==> src/rtl/qea_host_sequencer_if.sv <==
// Host-side streams of the QEA host sequencer: the context word stream in
// and the state-vector result stream out, both valid/ready.
interface qea_host_sequencer_if #(
  parameter int CTX_W = 64,
  parameter int RES_W = 256
);
  logic             ctx_valid;
  logic             ctx_ready;
  logic [CTX_W-1:0] ctx_data;
  logic             res_valid;
  logic             res_ready;
  logic             res_last;
  logic [RES_W-1:0] res_data;

  modport master (output ctx_valid, ctx_data, res_ready,
                  input  ctx_ready, res_valid, res_data, res_last);
  modport slave  (input  ctx_valid, ctx_data, res_ready,
                  output ctx_ready, res_valid, res_data, res_last);
endinterface

==> src/rtl/qea_host_sequencer.sv <==
// Loads QEA context RAM, initialises state RAM to |0..0>, starts the core and
// streams the final state out. Optional macro QEA_HOST_CYCLE_COUNT_EN adds o_exec_cycles.
module qea_host_sequencer #(
  parameter int PE_NUM_WIDTH            = 2,
  parameter int PE_NUM                  = 4,
  parameter int DATA_WIDTH              = 32,
  parameter int MAX_QBIT_WIDTH          = 6,
  parameter int STATE_DATA_WIDTH        = DATA_WIDTH*2,
  parameter int STATE_ADDR_WIDTH        = 16,
  parameter int GATE_CONTEXT_DATA_WIDTH = DATA_WIDTH*2,
  parameter int GATE_CONTEXT_ADDR_WIDTH = 16,
  parameter int NUM_FRAC_BIT            = 30
) (
  input  logic                                 clk,
  input  logic                                 rst_n,
  input  logic                                 i_run,
  input  logic [MAX_QBIT_WIDTH-1:0]            i_qbit_num,
  input  logic [GATE_CONTEXT_ADDR_WIDTH-1:0]   i_ins_num,
  qea_host_sequencer_if.slave                  host,
  output logic                                 o_busy,
  output logic                                 o_done,
  output logic                                 o_qea_start,
  output logic [MAX_QBIT_WIDTH-1:0]            o_qea_qbit_num,
  output logic                                 o_ctx_en,
  output logic                                 o_ctx_wea,
  output logic [GATE_CONTEXT_ADDR_WIDTH-1:0]   o_ctx_addr,
  output logic [GATE_CONTEXT_DATA_WIDTH-1:0]   o_ctx_data,
  output logic [PE_NUM-1:0]                    o_state_ena,
  output logic [PE_NUM-1:0]                    o_state_wea,
  output logic [STATE_ADDR_WIDTH-1:0]          o_state_addra,
  output logic [PE_NUM*STATE_DATA_WIDTH-1:0]   o_state_dina,
  input  logic                                 i_qea_complete,
  input  logic [PE_NUM*STATE_DATA_WIDTH-1:0]   i_qea_state_dout
`ifdef QEA_HOST_CYCLE_COUNT_EN
  ,
  output logic [31:0]                          o_exec_cycles
`endif
);
  localparam int RES_W = PE_NUM*STATE_DATA_WIDTH;
  localparam int SAW   = STATE_ADDR_WIDTH;
  localparam int CAW   = GATE_CONTEXT_ADDR_WIDTH;
  localparam int QW    = MAX_QBIT_WIDTH;
  localparam logic [DATA_WIDTH-1:0] ONE_FX = DATA_WIDTH'(1) << NUM_FRAC_BIT;
  // |0..0>: amplitude 1.0 (real part, top bits) in the top lane of word 0
  localparam logic [RES_W-1:0] INIT_WORD0 = {ONE_FX, {(RES_W-DATA_WIDTH){1'b0}}};

  typedef enum logic [3:0] {
    S_IDLE, S_LOAD, S_INIT, S_START, S_WAIT, S_RREQ, S_RWAIT, S_RHOLD, S_DONE
  } state_e;

  state_e           state_q, state_d;
  logic [QW-1:0]    qbit_q;
  logic [CAW-1:0]   ins_q, ctx_addr_q;
  logic [SAW-1:0]   st_addr_q, last_addr_q, last_addr_calc;
  logic [QW-1:0]    shamt;
  logic [1:0]       wait_cnt_q;
  logic [RES_W-1:0] res_data_q;
  logic             res_last_q;
  logic             ctx_hs, mask_done;

  assign ctx_hs    = (state_q == S_LOAD) && host.ctx_valid;
  assign mask_done = (wait_cnt_q == 2'd2);
  assign shamt     = i_qbit_num - QW'(PE_NUM_WIDTH);
  // Last state address = 2**(q-PE_NUM_WIDTH)-1, saturating at the address width
  assign last_addr_calc = (i_qbit_num <= QW'(PE_NUM_WIDTH)) ? '0 : ~({SAW{1'b1}} << shamt);

  always_ff @(posedge clk or negedge rst_n) begin
    if (!rst_n) state_q <= S_IDLE;
    else        state_q <= state_d;
  end

  always_comb begin
    state_d = state_q;
    unique case (state_q)
      S_IDLE:  if (i_run) state_d = (i_ins_num == '0) ? S_INIT : S_LOAD;
      S_LOAD:  if (ctx_hs && ctx_addr_q == ins_q - CAW'(1)) state_d = S_INIT;
      S_INIT:  if (st_addr_q == last_addr_q) state_d = S_START;
      S_START: state_d = S_WAIT;
      S_WAIT:  if (mask_done && i_qea_complete) state_d = S_RREQ;
      S_RREQ:  state_d = S_RWAIT;
      S_RWAIT: state_d = S_RHOLD;
      S_RHOLD: if (host.res_ready) state_d = res_last_q ? S_DONE : S_RREQ;
      S_DONE:  state_d = S_IDLE;
      default: state_d = S_IDLE;
    endcase
  end

  always_ff @(posedge clk or negedge rst_n) begin
    if (!rst_n) begin
      qbit_q      <= '0;
      ins_q       <= '0;
      ctx_addr_q  <= '0;
      st_addr_q   <= '0;
      last_addr_q <= '0;
      wait_cnt_q  <= '0;
      res_data_q  <= '0;
      res_last_q  <= 1'b0;
    end else begin
      unique case (state_q)
        S_IDLE: if (i_run) begin
          qbit_q      <= i_qbit_num;
          ins_q       <= i_ins_num;
          last_addr_q <= last_addr_calc;
          ctx_addr_q  <= '0;
          st_addr_q   <= '0;
        end
        S_LOAD:  if (ctx_hs) ctx_addr_q <= ctx_addr_q + CAW'(1);
        S_INIT:  st_addr_q <= (st_addr_q == last_addr_q) ? '0 : st_addr_q + SAW'(1);
        S_START: wait_cnt_q <= '0;
        S_WAIT:  if (!mask_done) wait_cnt_q <= wait_cnt_q + 2'd1;
        S_RWAIT: begin
          res_data_q <= i_qea_state_dout;
          res_last_q <= (st_addr_q == last_addr_q);
        end
        S_RHOLD: if (host.res_ready) st_addr_q <= st_addr_q + SAW'(1);
        default: ;
      endcase
    end
  end

`ifdef QEA_HOST_CYCLE_COUNT_EN
  logic [31:0] exec_q;
  // Only unmasked WAIT cycles count, including the one that sees completion
  always_ff @(posedge clk or negedge rst_n) begin
    if (!rst_n)                              exec_q <= '0;
    else if (state_q == S_START)             exec_q <= '0;
    else if (state_q == S_WAIT && mask_done) exec_q <= exec_q + 32'd1;
  end
  assign o_exec_cycles = exec_q;
`endif

  always_comb begin
    host.ctx_ready = 1'b0;
    host.res_valid = 1'b0;
    host.res_data  = res_data_q;
    host.res_last  = res_last_q;
    o_busy         = (state_q != S_IDLE) && (state_q != S_DONE);
    o_done         = (state_q == S_DONE);
    o_qea_start    = (state_q == S_START);
    o_qea_qbit_num = qbit_q;
    o_ctx_en       = ctx_hs;
    o_ctx_wea      = ctx_hs;
    o_ctx_addr     = ctx_hs ? ctx_addr_q : '0;
    o_ctx_data     = ctx_hs ? host.ctx_data : '0;
    o_state_ena    = '0;
    o_state_wea    = '0;
    o_state_addra  = '0;
    o_state_dina   = '0;
    unique case (state_q)
      S_LOAD:  host.ctx_ready = 1'b1;
      S_INIT: begin
        o_state_ena   = '1;
        o_state_wea   = '1;
        o_state_addra = st_addr_q;
        o_state_dina  = (st_addr_q == '0) ? INIT_WORD0 : '0;
      end
      S_RREQ: begin
        o_state_ena   = '1;
        o_state_addra = st_addr_q;
      end
      S_RHOLD: host.res_valid = 1'b1;
      default: ;
    endcase
  end
endmodule

==> src/flat_wrapper.sv <==
// flat-port wrapper written by rule: the top's interface ports become plain ports
module qea_host_sequencer_flat 
#(
  parameter int PE_NUM_WIDTH            = 2,
  parameter int PE_NUM                  = 4,
  parameter int DATA_WIDTH              = 32,
  parameter int MAX_QBIT_WIDTH          = 6,
  parameter int STATE_DATA_WIDTH        = DATA_WIDTH*2,
  parameter int STATE_ADDR_WIDTH        = 16,
  parameter int GATE_CONTEXT_DATA_WIDTH = DATA_WIDTH*2,
  parameter int GATE_CONTEXT_ADDR_WIDTH = 16,
  parameter int NUM_FRAC_BIT            = 30
)
  (clk, rst_n, i_run, i_qbit_num, i_ins_num, o_busy, o_done, o_qea_start, o_qea_qbit_num, o_ctx_en, o_ctx_wea, o_ctx_addr, o_ctx_data, o_state_ena, o_state_wea, o_state_addra, o_state_dina, i_qea_complete, i_qea_state_dout, host_ctx_valid, host_ctx_data, host_res_ready, host_ctx_ready, host_res_valid, host_res_data, host_res_last);
  qea_host_sequencer_if #(.CTX_W(64), .RES_W(256)) host_i ();
  input  logic clk;
  input  logic rst_n;
  input  logic i_run;
  input  logic [MAX_QBIT_WIDTH-1:0] i_qbit_num;
  input  logic [GATE_CONTEXT_ADDR_WIDTH-1:0] i_ins_num;
  output logic o_busy;
  output logic o_done;
  output logic o_qea_start;
  output logic [MAX_QBIT_WIDTH-1:0] o_qea_qbit_num;
  output logic o_ctx_en;
  output logic o_ctx_wea;
  output logic [GATE_CONTEXT_ADDR_WIDTH-1:0] o_ctx_addr;
  output logic [GATE_CONTEXT_DATA_WIDTH-1:0] o_ctx_data;
  output logic [PE_NUM-1:0] o_state_ena;
  output logic [PE_NUM-1:0] o_state_wea;
  output logic [STATE_ADDR_WIDTH-1:0] o_state_addra;
  output logic [PE_NUM*STATE_DATA_WIDTH-1:0] o_state_dina;
  input  logic i_qea_complete;
  input  logic [PE_NUM*STATE_DATA_WIDTH-1:0] i_qea_state_dout;
  input wire logic [$bits(host_i.ctx_valid)-1:0] host_ctx_valid;
  input wire logic [$bits(host_i.ctx_data)-1:0] host_ctx_data;
  input wire logic [$bits(host_i.res_ready)-1:0] host_res_ready;
  output wire logic [$bits(host_i.ctx_ready)-1:0] host_ctx_ready;
  output wire logic [$bits(host_i.res_valid)-1:0] host_res_valid;
  output wire logic [$bits(host_i.res_data)-1:0] host_res_data;
  output wire logic [$bits(host_i.res_last)-1:0] host_res_last;
  assign host_i.ctx_valid = host_ctx_valid;
  assign host_i.ctx_data = host_ctx_data;
  assign host_i.res_ready = host_res_ready;
  assign host_ctx_ready = host_i.ctx_ready;
  assign host_res_valid = host_i.res_valid;
  assign host_res_data = host_i.res_data;
  assign host_res_last = host_i.res_last;
  qea_host_sequencer #(.PE_NUM_WIDTH(PE_NUM_WIDTH), .PE_NUM(PE_NUM), .DATA_WIDTH(DATA_WIDTH), .MAX_QBIT_WIDTH(MAX_QBIT_WIDTH), .STATE_DATA_WIDTH(STATE_DATA_WIDTH), .STATE_ADDR_WIDTH(STATE_ADDR_WIDTH), .GATE_CONTEXT_DATA_WIDTH(GATE_CONTEXT_DATA_WIDTH), .GATE_CONTEXT_ADDR_WIDTH(GATE_CONTEXT_ADDR_WIDTH), .NUM_FRAC_BIT(NUM_FRAC_BIT)) u_core (.clk(clk), .rst_n(rst_n), .i_run(i_run), .i_qbit_num(i_qbit_num), .i_ins_num(i_ins_num), .host(host_i), .o_busy(o_busy), .o_done(o_done), .o_qea_start(o_qea_start), .o_qea_qbit_num(o_qea_qbit_num), .o_ctx_en(o_ctx_en), .o_ctx_wea(o_ctx_wea), .o_ctx_addr(o_ctx_addr), .o_ctx_data(o_ctx_data), .o_state_ena(o_state_ena), .o_state_wea(o_state_wea), .o_state_addra(o_state_addra), .o_state_dina(o_state_dina), .i_qea_complete(i_qea_complete), .i_qea_state_dout(i_qea_state_dout));
endmodule
==> config.mk <==
export PLATFORM = sky130hd
export DESIGN_NAME = qea_host_sequencer_flat
export DESIGN_NICKNAME = d
export VERILOG_FILES = /design/src/rtl/qea_host_sequencer_if.sv /design/src/rtl/qea_host_sequencer.sv /design/src/flat_wrapper.sv
export SDC_FILE = /design/constraint.sdc
export NUM_CORES = 1
export LEC_CHECK = 0
export CORE_AREA = 2 2 380 382
export DETAILED_ROUTE_END_ITERATION = 7
export DIE_AREA = 0 0 382 384
export PLACE_DENSITY_LB_ADDON = 0.08
export SLEW_MARGIN = 5
export SYNTH_ARGS = -nofsm -noshare
export SYNTH_HDL_FRONTEND = slang
export SYNTH_SLANG_ARGS = --single-unit
==> constraint.sdc <==
create_clock -name clk -period 2.9 [get_ports clk]
set_input_delay 0.58 -clock clk [delete_from_list [all_inputs] [get_ports clk]]
set_output_delay 0.58 -clock clk [all_outputs]
set_load 0.05 [all_outputs]
==> flow_metrics.py <==
# Auto-generated metrics
metrics = {
    "synthesis": {
        "ys_sh_adder_pct": 0.4539,
        "most_common_cell": "dfrtp_1",
        "simple_gate_area_share_pct": 10.56,
        "aoi_share_pct": 3.714,
        "yosysTopAreaCellShare_pct": 50.38,
        "synth_cell_type_count": 61,
        "ys_cells": 1439,
        "yosysWarnings": 0,
        "edf_count": 0,
        "largest_area_cell": "dfrtp_1",
        "top_cells_by_area": "dfrtp_1 50%, mux2_2 17%, buf_4 12%",
        "synthCells": 1439,
        "postSynthAreaPerCell_um2": 11.49,
        "top_cells_by_count": "333 x dfrtp_1, 262 x buf_4, 256 x mux2_2",
        "ys_async_sr_fraction_pct": 100.0,
        "synth_chip_area_um2": 16540,
        "syn_area_um2": 16540,
        "xor_share_pct": 3.124,
        "ys.flops": 333,
        "ff_type": "dfrtp_1",
    },
    "sta": {
        "setup_ws_ps": 123.4,
        "finalSetupViolCount": 0,
        "min_period_ps": 2777,
        "rsz0062_at_grt": "false",
        "fmax_mhz": 360.1,
        "slew-limit-headroom_pct": 49.11,
        "fin_skew_ps": 31.64,
        "worst_pin_slew_ps": 762.6,
    },
    "cts": {
        "path_clk_slew_ps": 60,
        "cts.sinks": 333,
        "root_buffer": "clkbuf_16",
        "numCtsBuffers": 49,
        "cts_buffer_depth": 3,
        "worstSkewPairLatency_ps": 620,
    },
    "detailed_routing": {
        "dr.first_iter.drc_count": 399,
        "drt-total-wl_mm": 78.77,
        "drc": 0,
        "via_per_inst": 3.165,
        "antenna_violating_nets_post_route": 0,
        "drt_pass1_iterations": 6,
        "vias": 13120,
    },
    "global_routing": {
        "grt_pass1_vias": 14300,
        "antenna_found_initial": 34,
        "gr-total-overflow": 0,
        "grt_pass1_wl_mm": 109.3,
    },
    "place": {
        "io_buffers": 722,
        "gp_congestion": 0.7942,
        "dp_hpwl_mm": 62.05,
        "dp_worst_setup_slack_ps": 178.8,
    },
    "layout": {
        "final_common_cell": "clkdlybuf4s50_1",
        "final_cell_mix": "605 x clkdlybuf4s50_1, 331 x dfrtp_1, 256 x mux2_2",
        "syn_to_final_growth_pct": 71.26,
        "fillers": 15550,
        "drive_gt1_share_pct": 23.78,
        "nets": 2543,
    },
    "floorplan": {
        "fp-utilization_pct": 11.58,
        "rows": 139,
        "die_h_um": 384,
        "die_area_um2": 146700,
        "io_pins": 978,
    },
    "pwr": {
        "p_leak_nw": 11.76,
        "peakVddDrop_v": 0.0006164,
        "powerDensity_nw_per_um2": 1165,
    },
    "critical_path": {
        "crit_type": "flop to output pin",
        "cp_max_fo": 8,
        "required_ps": 2320,
        "worst_setup_path_start_kind": "flop",
        "arrival_ps": 2200,
        "endpoint_kind": "output pin",
    },
    "status": {
        "outcome": "finished, final reports clean",
    },
    "min_path": {
        "hp-class": "flop to flop",
    },
    "run": {
        "tool_warnings": 27,
    },
}
==> final timing paths <==
check | to | slack, ps | cells past startpoint | from
min in group asynchronous | u_core.host.res_data[219]$_DFFE_PN0P_ | 500 | 2 | rst_n
max | o_state_dina[254] | 120 | 6 | u_core.state_q[0]$_DFFE_PN0P_
min | u_core.o_qea_qbit_num[0]$_DFFE_PN0P_ | 470 | 2 | u_core.o_qea_qbit_num[0]$_DFFE_PN0P_
max in group asynchronous | u_core.host.res_data[153]$_DFFE_PN0P_ | 1370 | 4 | rst_n
min reg2reg | u_core.o_qea_qbit_num[0]$_DFFE_PN0P_ | 470 | 2 | u_core.o_qea_qbit_num[0]$_DFFE_PN0P_
max reg2reg | u_core.state_q[0]$_DFFE_PN0P_ | 270 | 7 | u_core.ins_q[0]$_DFFE_PN0P_
==> state kept, by name, summed over array words and instances, names as in the netlist <==
signal,count
u_core.host.res_data,256
u_core.ctx_addr_q,16
u_core.ins_q,16
u_core.last_addr_q,16
u_core.st_addr_q,16
u_core.o_qea_qbit_num,6
u_core.state_q,4
u_core.wait_cnt_q,2
u_core.host.res_last,1
==> metrics by stage <==
step | instances | hold slack, ps | area (um2) | power, mW
2_1_floorplan | 1693 | 284.4 | 17510 | 20.15
3_3_place_gp | 4037 | 464.3 | 26490 | 26.96
3_5_place_dp | 4037 | 470.8 | 26490 | 26.92
4_1_cts | 4131 | 433.2 | 28240 | 33.69
5_1_grt | 4136 | 501.8 | 28310 | 34.83
6_report | 4144 | 471.6 | 28330 | 33.00
==> where the power goes <==
part	total (mW)	leakage (nW)	internal (mW)	switching, mW
logic	18.4	6.95	6.71	11.7
clock network	6.32	0.816	3.83	2.50
registers	8.23	4.00	6.87	1.36
==> layout make-up <==
| type | count | area [um2] | area share [%] |
|---|---|---|---|
| Antenna cell | 12 | 30.03 | 0.1060 |
| Clock inverter | 12 | 212.7 | 0.7509 |
| Tap cell | 1903 | 2381 | 8.405 |
| Timing Repair Buffer | 780 | 8895 | 31.40 |
| Clock buffer | 79 | 1470 | 5.190 |
| Sequential cell | 333 | 8335 | 29.43 |
| Multi-Input combinational cell | 1007 | 6933 | 24.47 |
| Inverter | 18 | 70.07 | 0.2473 |
==> layer usage <==
| metal | share of wire (%) | global-route usage, % | vias up |
|---|---|---|---|
| met5 | 0.26 | 0 | - |
| li1 | - | - | 5926 |
| met1 | 33 | 9.975 | 6345 |
| met4 | 3.3 | 3.230 | 32 |
| met2 | 49 | 17.75 | 677 |
| met3 | 14 | 6.686 | 136 |
==> critical path, cell delays in order (launching register included) <==
cell and delay [ps]:
dfrtp_1 450, nand2b_1 190, buf_4 160, nor3_4 240, nand4_1 230, nor2_4 170
buf_12 150
==> repair_timing <==
| item | 4_1_cts | 5_1_grt |
|---|---|---|
| resized | 20 | 10 |
| pin swaps | 2 | 0 |
| cloned | 0 | 0 |
| endpoints found under the setup margin | 104 | 47 |
| hold buffers | 1 | 0 |
| hold endpoints to repair | 44 | 0 |
| setup buffers | 2 | 1 |
flops_by_reg.png
The bar under the picture is 100 um long. Other sequential cells in the stronger gray, the rest of the logic in the fainter gray.
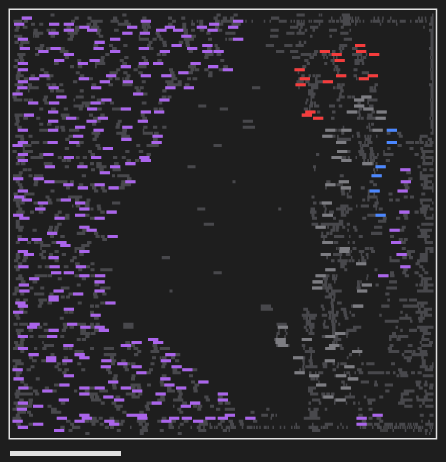
legend:
  purple:
    signal: `u_core.host.res_data`
    sequential_cells: 256
  red:
    signal: `u_core.st_addr_q`
    sequential_cells: 16
    where: upper right
  blue:
    signal: `u_core.o_qea_qbit_num`
    sequential_cells: 6
not colored: 55
Seq/total area: 29.43%
FF+latch area: 8335 um2

placement_by_type.png
The bar under the picture is 100 um long.
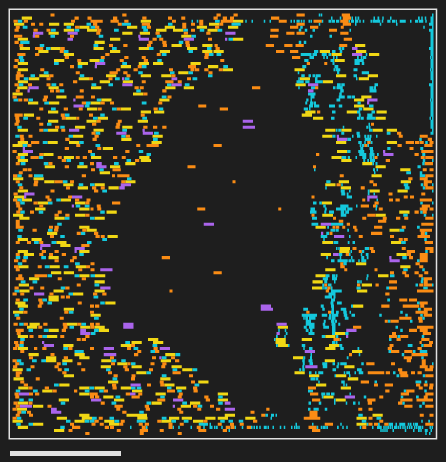
legend:
  cyan:
    class: combinational and other logic
    cells: 1,025
  orange:
    class: remaining buffers and delay cells
    cells: 780
  purple:
    class: clock drivers and dummy loads
    cells: 91
  yellow:
    class: sequential cells
    cells: 333
final non-filler cell area: 28,330 um2
core area: 142,800 um2

wires.png
The bar under the picture is 100 um long. Only two layers are drawn.
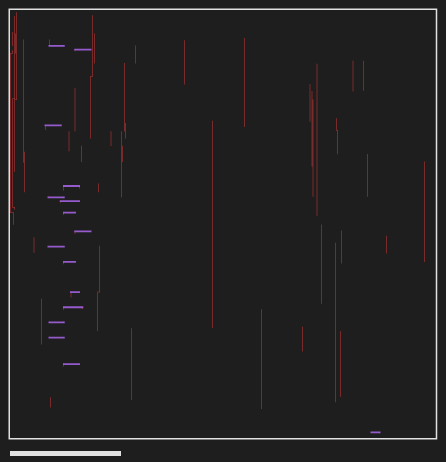
legend:
  purple:
    layer: metal 5
    wire_length: 203 um
  red:
    layer: metal 4
    wire_length: 2,570 um

congestion.png
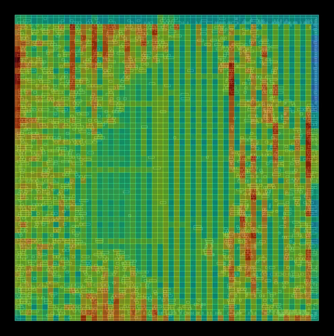
WL per Instance: 19.01 um
M2 GR Usage: 17.75%
met3 usage: 6.686%
GRT Max-Usage Layer: met2
GRT Resource Usage Total: 10.29%

Power figures rest on the tool's default switching activity, not on a simulated workload.
